`src/rtl/lf_addsub_pipe.sv`:
```
// Elastic three-stage add/subtract unit on a Ladner-Fischer prefix tree.
// A global advance enable moves all stages together and emits carry/borrow, overflow and zero flags.
module lf_addsub_pipe #(
    parameter int WIDTH = 16
) (
    input  logic             clk,
    input  logic             rst,
    input  logic             in_valid,
    output logic             in_ready,
    input  logic [WIDTH-1:0] in_a,
    input  logic [WIDTH-1:0] in_b,
    input  logic             in_sub,
    output logic             out_valid,
    input  logic             out_ready,
    output logic [WIDTH-1:0] out_sum,
    output logic             out_cb,
    output logic             out_ovf,
    output logic             out_zero
);
    localparam int L   = $clog2(WIDTH);
    localparam int MSB = WIDTH - 1;

    // Group generate after prefix level k. Bit i joins with the top bit of the adjacent lower group.
    function automatic logic [WIDTH-1:0] level_g(input logic [WIDTH-1:0] g,
                                                 input logic [WIDTH-1:0] p,
                                                 input int k);
        logic [WIDTH-1:0] r;
        logic [L-1:0]     ii;
        logic [L-1:0]     jj;
        r = g;
        for (int i = 0; i < WIDTH; i++) begin
            if (((i >> (k - 1)) & 1) == 1) begin
                ii    = L'(i);
                jj    = L'(((i >> k) << k) + (1 << (k - 1)) - 1);
                r[ii] = g[ii] | (p[ii] & g[jj]);
            end
        end
        return r;
    endfunction

    // Group propagate. Spans that reach bit 0 use grey cells and are already resolved, so their P is not updated.
    function automatic logic [WIDTH-1:0] level_p(input logic [WIDTH-1:0] p,
                                                 input int k);
        logic [WIDTH-1:0] r;
        logic [L-1:0]     ii;
        logic [L-1:0]     jj;
        r = p;
        for (int i = 0; i < WIDTH; i++) begin
            if ((((i >> (k - 1)) & 1) == 1) && (i >= (1 << k))) begin
                ii    = L'(i);
                jj    = L'(((i >> k) << k) + (1 << (k - 1)) - 1);
                r[ii] = p[ii] & p[jj];
            end
        end
        return r;
    endfunction

    logic adv;
    assign adv      = ~out_valid | out_ready;
    assign in_ready = adv;

    logic [MSB:0] b_eff, p0, g0, s1_g_d, s1_p_d;
    always_comb begin
        b_eff  = in_sub ? ~in_b : in_b;
        p0     = in_a ^ b_eff;
        g0     = in_a & b_eff;
        g0[0]  = g0[0] | (p0[0] & in_sub);
        s1_g_d = level_g(g0, p0, 1);
        s1_p_d = level_p(p0, 1);
    end

    logic         s1_valid, s1_sub, s1_amsb, s1_bmsb;
    logic [MSB:0] s1_g, s1_p, s1_pb;
    logic         s2_valid, s2_sub, s2_amsb, s2_bmsb;
    logic [MSB:0] s2_g, s2_p, s2_pb;
    logic [MSB:0] s2_g_d, s2_p_d, g_tmp;

    always_comb begin
        s2_g_d = s1_g;
        s2_p_d = s1_p;
        g_tmp  = s1_g;
        for (int k = 2; k < L; k++) begin
            g_tmp  = level_g(s2_g_d, s2_p_d, k);
            s2_p_d = level_p(s2_p_d, k);
            s2_g_d = g_tmp;
        end
    end

    logic [MSB:0] g_fin, sum_d;
    logic         cout;
    always_comb begin
        g_fin = level_g(s2_g, s2_p, L);
        sum_d = s2_pb ^ {g_fin[MSB-1:0], s2_sub};
        cout  = g_fin[MSB];
    end

    always_ff @(posedge clk) begin
        if (rst) begin
            s1_valid  <= 1'b0;
            s2_valid  <= 1'b0;
            out_valid <= 1'b0;
            out_sum   <= '0;
            out_cb    <= 1'b0;
            out_ovf   <= 1'b0;
            out_zero  <= 1'b0;
        end else if (adv) begin
            s1_valid  <= in_valid;
            s1_g      <= s1_g_d;
            s1_p      <= s1_p_d;
            s1_pb     <= p0;
            s1_sub    <= in_sub;
            s1_amsb   <= in_a[MSB];
            s1_bmsb   <= b_eff[MSB];

            s2_valid  <= s1_valid;
            s2_g      <= s2_g_d;
            s2_p      <= s2_p_d;
            s2_pb     <= s1_pb;
            s2_sub    <= s1_sub;
            s2_amsb   <= s1_amsb;
            s2_bmsb   <= s1_bmsb;

            out_valid <= s2_valid;
            out_sum   <= sum_d;
            out_cb    <= s2_sub ? ~cout : cout;
            out_ovf   <= (s2_amsb == s2_bmsb) & (sum_d[MSB] != s2_amsb);
            out_zero  <= (sum_d == '0);
        end
    end
endmodule

```
`config.mk`:
```
export PLATFORM = sky130hd
export DESIGN_NAME = lf_addsub_pipe
export DESIGN_NICKNAME = d
export VERILOG_FILES = /design/src/rtl/lf_addsub_pipe.sv
export SDC_FILE = /design/constraint.sdc
export NUM_CORES = 1
export LEC_CHECK = 0
export ABC_AREA = 1
export CORE_MARGIN = 2
export CORE_UTILIZATION = 45
export CTS_CLUSTER_DIAMETER = 80
export DETAILED_ROUTE_END_ITERATION = 8
export PLACE_DENSITY = 0.68
export SLEW_MARGIN = 20
export SYNTH_ARGS = -nofsm -noshare
export SYNTH_HDL_FRONTEND = slang
export SYNTH_SLANG_ARGS = --single-unit
```
`constraint.sdc`:
```
create_clock -name clk -period 3.9 [get_ports clk]
set_clock_uncertainty 0.15 [all_clocks]
set_input_delay 1.17 -clock clk [delete_from_list [all_inputs] [get_ports clk]]
set_output_delay 1.17 -clock clk [all_outputs]
set_load 0.02 [all_outputs]
```
==> impl_metrics.env, run 1 <==
# implementation run metrics
export IMPL_grt_pass1_vias=2307
export IMPL_synth_edff_count=84
export IMPL_finalCriticalPeriod_ns=3.73
export IMPL_power_leader="sequential cells"
export IMPL_synth_seq_cells=106
export IMPL_maxSlewViolCount=0
export IMPL_viasPerCell=4.73
export IMPL_vdd_drop_max_mv=0.167
export IMPL_crit_buf_inv=3
export IMPL_synth_area_um2=4250
export IMPL_p_clk_share_pct=26.8
export IMPL_num_io_pins=58
export IMPL_ant_nets=0
export IMPL_syn_inst=327
export IMPL_dpl_cell_area_um2=4970
export IMPL_top_area_share_pct=59.3
export IMPL_cts_clk_slew_worst_paths_ns=0.10
export IMPL_die_h_um=101
export IMPL_yosys_cells=327
export IMPL_cts_hold_buf=0
export IMPL_p_leak_nw=2.20
export IMPL_avgSynthCellArea_um2=13.0
export IMPL_die_width_um=101
export IMPL_hold_viol=0
export IMPL_p_int_w=0.00174
export IMPL_slew_headroom_pct=65.8
export IMPL_max_freq_mhz=268
export IMPL_combinationalPowerShare_pct=13.2
export IMPL_logic_family="simple AND/OR/NAND/NOR gates"
export IMPL_clock_sink_count=106
export IMPL_dp_slack_ns=0.166
export IMPL_cts_tree="done"
export IMPL_rsz0062_at_grt="false"
export IMPL_numCtsBuffers=9
export IMPL_worstMarginPinSlew_ns=0.512
export IMPL_core_rowCount=35
export IMPL_met2_length_um=3000
export IMPL_dieArea_um2=10200
export IMPL_synth_seq_share_pct=69.6
export IMPL_path_cells="clkdlybuf4s50_1, inv_1, nand2_4, clkdlybuf4s50_1"
export IMPL_whs_path_depth=0
export IMPL_dp_hpwl_um=4590
export IMPL_cpPeakStageDelay_ns=0.62
export IMPL_hold_class="reg2reg"
export IMPL_setup_viol=0
export IMPL_post_layout_nonfiller_instances=512
export IMPL_final_common_cell="edfxtp_1"
export IMPL_num_vias=2422
export IMPL_start_kind="input pin"
export IMPL_clk_power_w=0.000621
export IMPL_first_iter_violations=70
export IMPL_root_buffer="clkbuf_8"
export IMPL_timing_final_ws_setup_ns=0.171
export IMPL_p_seq_w=0.00139
export IMPL_criticalPathCategory="in2out"
export IMPL_wl_per_cell_um=12.2
export IMPL_antenna_found_initial=0
export IMPL_simple_gate_area_share_pct=9.21
export IMPL_met2_usage_pct=21.1
export IMPL_cts_resized_gates=0
export IMPL_yosysChipArea_um2=4250
export IMPL_synth_warning_count=0
export IMPL_status="completed"
run 1: worst max path at each step:
| stage | startpoint | to | slack [ns] | cells after the start |
|---|---|---|---|---|
| after CTS | out_ready | in_ready | 0.17 | 4 |
| after floorplan | out_ready | in_ready | 1.24 | 2 |
| after detailed placement | out_ready | in_ready | 0.17 | 4 |
| final | out_ready | in_ready | 0.17 | 4 |
| after global placement | out_ready | in_ready | 0.19 | 4 |
| after global routing | out_ready | in_ready | 0.13 | 4 |
run 1: area by class of cell:
cell class                 instances  area, um2
clock buffer                       9        124
clock inverter                     7       65.1
fill                             780       4040
inverter                          42        158
multi-input combinational        175       1100
sequential                       106       2960
tap                              111        139
timing repair buffer              62        608
Fig. 1: run 1, M1 wires
Supply wires on this layer in grey.
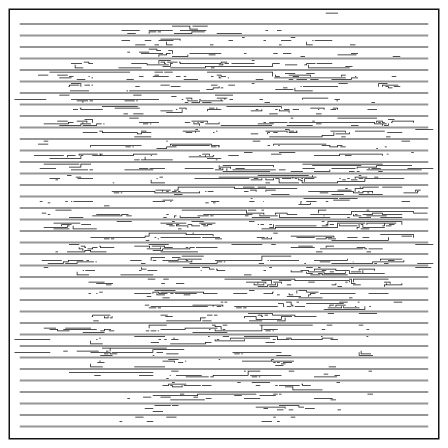
longest straight run: 23.0 um
share of all routed wire: 47%
main direction: horizontal
nets with wire on the layer: 409

Fig. 2: run 1, metal 2
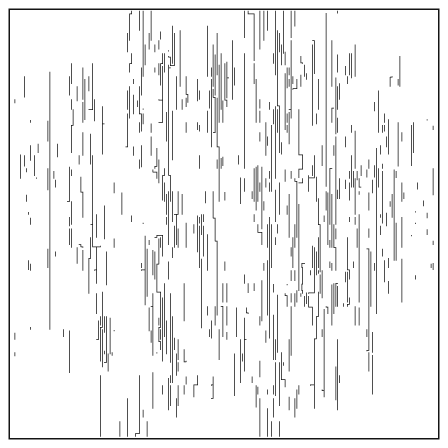
longest straight run: 60.9 um
main direction: vertical

Fig. 3: run 1, signal wires on met3
The bar under the picture is 20 um long. Cells faint in the background.
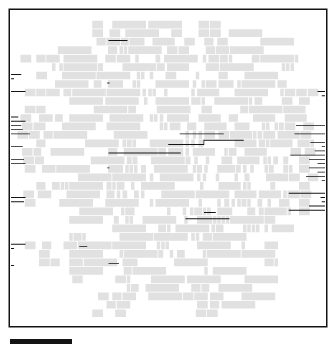
main direction: horizontal
wire length on this layer: 233 um
longest straight run: 22.8 um
nets with wire on the layer: 39
share of all routed wire: 3.7%

## Run 2: what changed since run 1
==> constraint.sdc (replaced) <==
create_clock -name clk -period 4.4 [get_ports clk]
set_clock_uncertainty 0.15 [all_clocks]
set_input_delay 1.32 -clock clk [delete_from_list [all_inputs] [get_ports clk]]
set_output_delay 1.32 -clock clk [all_outputs]
set_load 0.02 [all_outputs]
==> run 2 against run 1 <==
  * First-iteration DRC count shrank 37%
  * Power fell by 10%
  * Sequential share of layout area fell by 0.13 points
  * Sequential power down about 10%
  * Cell area up 0.22%
  * Count of clock-buffer cells in the layout is the same
  * Routed wire length shrank 1.6%
  * Register-to-register slack improved by 0.71 ns
  * Area after synthesis stayed put
  * Utilization increased by 0.12 points
  * Via count down 1.3%
  * Largest power group unchanged
==> impl_metrics.env, run 2 <==
# implementation run metrics
export IMPL_yosysChipArea_um2=4250
export IMPL_simple_gate_area_share_pct=9.21
export IMPL_start_kind="input pin"
export IMPL_syn_inst=327
export IMPL_top_area_share_pct=59.3
export IMPL_busiest_layer="met2"
export IMPL_mux_share_pct=0.265
export IMPL_cts_tree="done"
export IMPL_buffers=60
export IMPL_portBuffers=57
export IMPL_antenna_found_initial=0
export IMPL_die_h_um=101
export IMPL_final_util_pct=56.2
export IMPL_met2_usage_pct=21.2
export IMPL_synth_edff_count=84
export IMPL_whs_path_depth=0
export IMPL_dr_pass1_iters=4
export IMPL_synth_seq_share_pct=69.6
export IMPL_hold_class="reg2reg"
export IMPL_dp_slack_ns=0.381
export IMPL_core_rowCount=35
export IMPL_synth_warning_count=0
export IMPL_clock_sink_count=106
export IMPL_worstMarginPinSlew_ns=0.411
export IMPL_cts_resized_gates=0
export IMPL_viasPerCell=4.69
export IMPL_inv_count=42
export IMPL_dp_hpwl_um=4350
export IMPL_ys_top_cells_by_count="edfxtp_1, nand2_1, inv_1, dfxtp_1, xor2_1"
export IMPL_max_freq_mhz=249
export IMPL_num_io_pins=58
export IMPL_die_width_um=101
export IMPL_numCtsBuffers=9
export IMPL_dpl_cell_area_um2=4960
export IMPL_p_leak_nw=2.20
export IMPL_ff_type="edfxtp_1"
export IMPL_maxSlewViolCount=0
export IMPL_first_iter_violations=44
export IMPL_seq_cell_share_pct=57.4
export IMPL_aoi_share_pct=7.32
export IMPL_final_common_cell="edfxtp_1"
export IMPL_ff_latch_area_um2=2960
export IMPL_cp_common_cell="clkdlybuf4s50_1"
export IMPL_slew_headroom_pct=72.5
export IMPL_crit_slowest_cell="clkdlybuf4s50_1"
export IMPL_met1_usage_pct=16.9
export IMPL_yosys_cells=327
export IMPL_status="completed"
export IMPL_rsz0062_at_grt="false"
export IMPL_crit_buf_inv=3
export IMPL_path_cells="clkdlybuf4s50_1, inv_1, nand2_4, clkdlybuf4s50_1"
export IMPL_ant_nets=0
export IMPL_cts_hold_buf=0
export IMPL_fill_cells=748
export IMPL_logic_gate_count=175
export IMPL_setup_viol=0
export IMPL_avgSynthCellArea_um2=13.0
export IMPL_finalCriticalPeriod_ns=4.02
export IMPL_clk_share_pct=3.92
export IMPL_vdd_drop_max_mv=0.162
export IMPL_timing_final_ws_setup_ns=0.380
export IMPL_synth_seq_cells=106
export IMPL_met2_length_um=2840
export IMPL_xor_area_share_pct=4.32
export IMPL_post_layout_nonfiller_instances=510
export IMPL_root_buffer="clkbuf_8"
export IMPL_comb_share_pct=21.3
export IMPL_wl_per_cell_um=12.0
export IMPL_criticalPathCategory="in2out"
export IMPL_largest_cell_class="flip-flops and latches"
export IMPL_num_vias=2391
export IMPL_synth_area_um2=4250
export IMPL_grt_pass1_vias=2390
export IMPL_dieArea_um2=10200
export IMPL_cpPeakStageDelay_ns=0.62
export IMPL_cts_clk_slew_worst_paths_ns=0.10
export IMPL_buffer_area_share_pct=11.7
export IMPL_hold_viol=0
export IMPL_grtUsageMet3_pct=2.14
export IMPL_r2r_end="out_zero"
export IMPL_nWellTaps=111
export IMPL_logic_area_um2=1100
export IMPL_logic_family="simple AND/OR/NAND/NOR gates"
## run 2: netlist changes by cell type in the layout (fill, tap and decap cells not counted)
cell	before	now
inv_6	1	3
buf_12	0	1
inv_8	0	1
buf_4	5	2
clkinv_8	1	2
clkinv_2	1	0
clkinv_4	4	1
## run 2: worst max path at each step
stage / start / end / slack (ns) / cells after the start
after global routing: out_ready / in_ready / 0.35 / 4
after CTS: out_ready / in_ready / 0.37 / 4
final: out_ready / in_ready / 0.38 / 4
after detailed placement: out_ready / in_ready / 0.38 / 4
after global placement: out_ready / in_ready / 0.39 / 4
after floorplan: out_ready / in_ready / 1.44 / 2
## run 2: power by group
group          total, W  internal [W]  switching [W]
clock          0.000580      0.000226       0.000354
sequential      0.00124       0.00120      0.0000390
combinational  0.000270      0.000129       0.000141
Fig. 4: run 2, the clock network
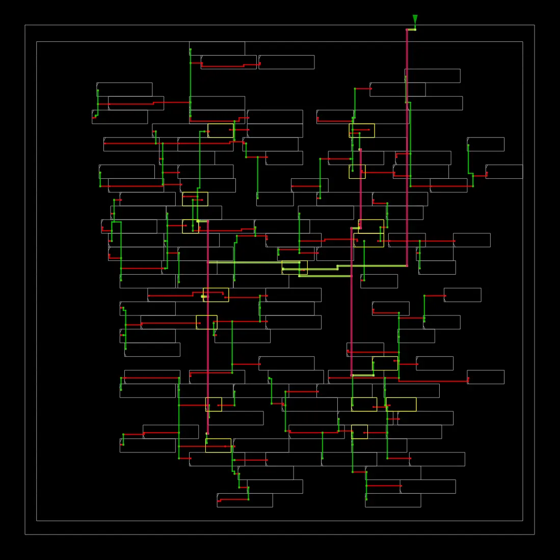
CLK BUF: 9
flop count: 106
clk pwr: 0.000580 W

Fig. 5: run 2, metal 2
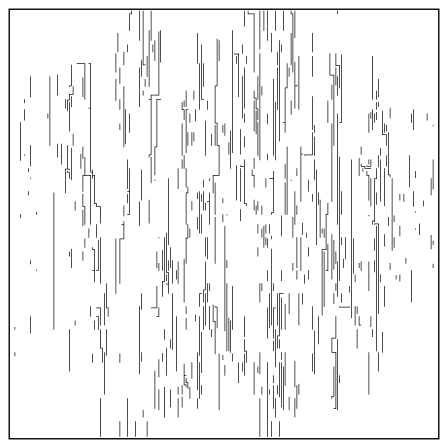
longest straight run: 37.4 um
wire length on this layer: 2840 um
share of all routed wire: 46%
main direction: vertical
nets with wire on the layer: 361

## Run 3: what changed since run 2
--- a/config.mk
+++ b/config.mk
@@ -10,7 +10,9 @@
 export CORE_UTILIZATION = 45
 export CTS_CLUSTER_DIAMETER = 80
 export DETAILED_ROUTE_END_ITERATION = 8
+export GPL_ROUTABILITY_DRIVEN = 0
 export PLACE_DENSITY = 0.68
+export RECOVER_POWER = 50
 export SLEW_MARGIN = 20
 export SYNTH_ARGS = -nofsm -noshare
 export SYNTH_HDL_FRONTEND = slang
Fig. 6: run 3, signal wires on met3
The bar under the picture is 20 um long. Cells faint in the background.
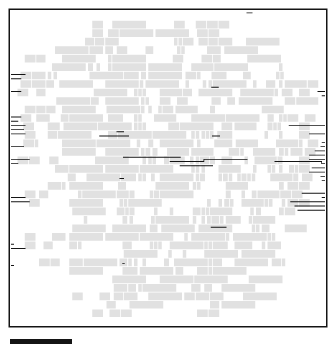
wire length on this layer: 229 um
nets with wire on the layer: 38
longest straight run: 18.2 um

Fig. 7: run 3, gate families picked out
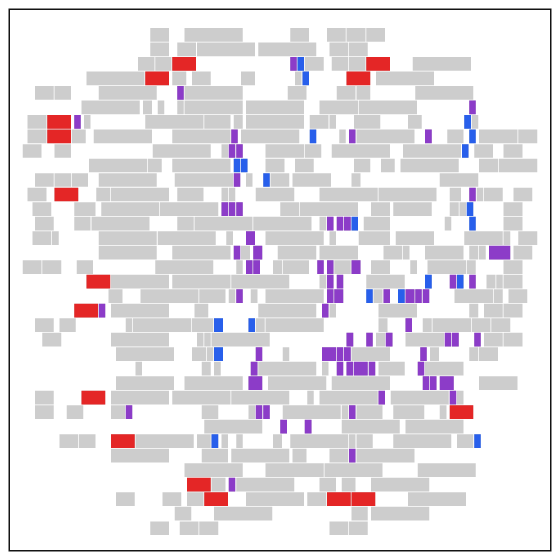
[blue] NOR gates | cells: 21 | most used: nor2_1
[purple] NAND gates | cells: 71 | most used: nand2_1
[red] adder and majority cells | cells: 16 | most used: ha_1

==> run 3 against run 2 <==
  * Global-route usage unchanged
  * Critical path depth is the same
  * Setup slack worse by 0.052 ns
  * Routed wire length shrank 0.20%
  * Count of clock-buffer cells in the layout is the same
  * Area after synthesis stayed put
  * Sequential power is essentially flat
  * Utilization fell by 0.41 points
  * Combinational power shrank 2%
  * Cell count is the same
  * Critical path type unchanged
==> impl_metrics.env, run 3 <==
# implementation run metrics
export IMPL_p_int_w=0.00155
export IMPL_most_common_cell="edfxtp_1"
export IMPL_p_sw_share_pct=25.5
export IMPL_logic_area_um2=1080
export IMPL_synth_warning_count=0
export IMPL_p_sw_w=0.000531
export IMPL_wl_per_cell_um=12.0
export IMPL_synth_area_um2=4250
export IMPL_synth_edff_count=84
export IMPL_viasPerCell=4.68
export IMPL_slew_headroom_pct=1.83
export IMPL_ant_nets=0
export IMPL_first_iter_violations=47
export IMPL_syn_inst=327
export IMPL_clock_sink_count=106
export IMPL_cp_arrival_ns=2.60
export IMPL_power_leader="sequential cells"
export IMPL_dp_hpwl_um=4350
export IMPL_ys_top_cells_by_count="edfxtp_1, nand2_1, inv_1, dfxtp_1, xor2_1"
export IMPL_status="completed"
export IMPL_logic_family="simple AND/OR/NAND/NOR gates"
export IMPL_met2_length_um=2840
export IMPL_final_common_cell="edfxtp_1"
export IMPL_vdd_drop_max_mv=0.162
export IMPL_final_util_pct=55.8
export IMPL_p_clk_share_pct=27.8
export IMPL_yosys_cells=327
export IMPL_ff_type="edfxtp_1"
export IMPL_root_buffer="clkbuf_8"
export IMPL_met1_usage_pct=16.9
export IMPL_p_leak_nw=2.19
export IMPL_dr_pass1_iters=4
export IMPL_whs_path_depth=0
export IMPL_cts_tree="done"
export IMPL_avgSynthCellArea_um2=13.0
export IMPL_num_io_pins=58
export IMPL_simple_gate_area_share_pct=9.21
export IMPL_hold_class="reg2reg"
export IMPL_post_layout_nonfiller_instances=510
export IMPL_xor_area_share_pct=4.32
export IMPL_yosysChipArea_um2=4250
export IMPL_synth_seq_cells=106
export IMPL_numCtsBuffers=9
export IMPL_rsz0062_at_grt="false"
export IMPL_worstMarginPinSlew_ns=1.47
export IMPL_cts_resized_gates=0
export IMPL_comb_cell_power_w=0.000265
export IMPL_busiest_layer="met2"
export IMPL_mux_share_pct=0.265
export IMPL_met2_usage_pct=21.2
export IMPL_grtUsageMet3_pct=2.14
export IMPL_antenna_found_initial=0
export IMPL_core_rowCount=35
export IMPL_dp_slack_ns=0.381
export IMPL_p_seq_w=0.00124
export IMPL_max_freq_mhz=246
export IMPL_setup_viol=0
export IMPL_cts_clk_slew_worst_paths_ns=0.10
export IMPL_portBuffers=57
export IMPL_maxSlewViolCount=0
export IMPL_combinationalPowerShare_pct=12.7
export IMPL_ff_latch_area_um2=2960
export IMPL_criticalPathCategory="in2out"
export IMPL_start_kind="input pin"
export IMPL_dieArea_um2=10200
export IMPL_r2r_end="s1_p[1]"
export IMPL_num_vias=2385
export IMPL_hold_viol=0
==> run 3: cell counts after synthesis <==
Identical to the previous run, type by type.
==> run 3: how the worst max path moves through the flow <==
stage,endpoint,cells after the start
after floorplan,in_ready,2
after global placement,in_ready,4
after detailed placement,in_ready,4
after CTS,in_ready,4
after global routing,out_ovf,8
final,in_ready,4
==> run 3: critical path, stage by stage <==
cell	delay (ns)
dlygate4sd3_1	0.52
inv_1	0.06
nand2_4	0.09
clkdlybuf4s50_1	0.61
==> run 3: cell type report <==
| class | count | area share (%) |
|---|---|---|
| clock buffer | 9 | 2.42 |
| clock inverter | 7 | 1.54 |
| inverter | 42 | 3.07 |
| multi-input combinational | 175 | 21.1 |
| sequential | 106 | 57.8 |
| tap | 111 | 2.71 |
| timing repair buffer | 60 | 11.4 |
Power is estimated from default activity; no workload was simulated.
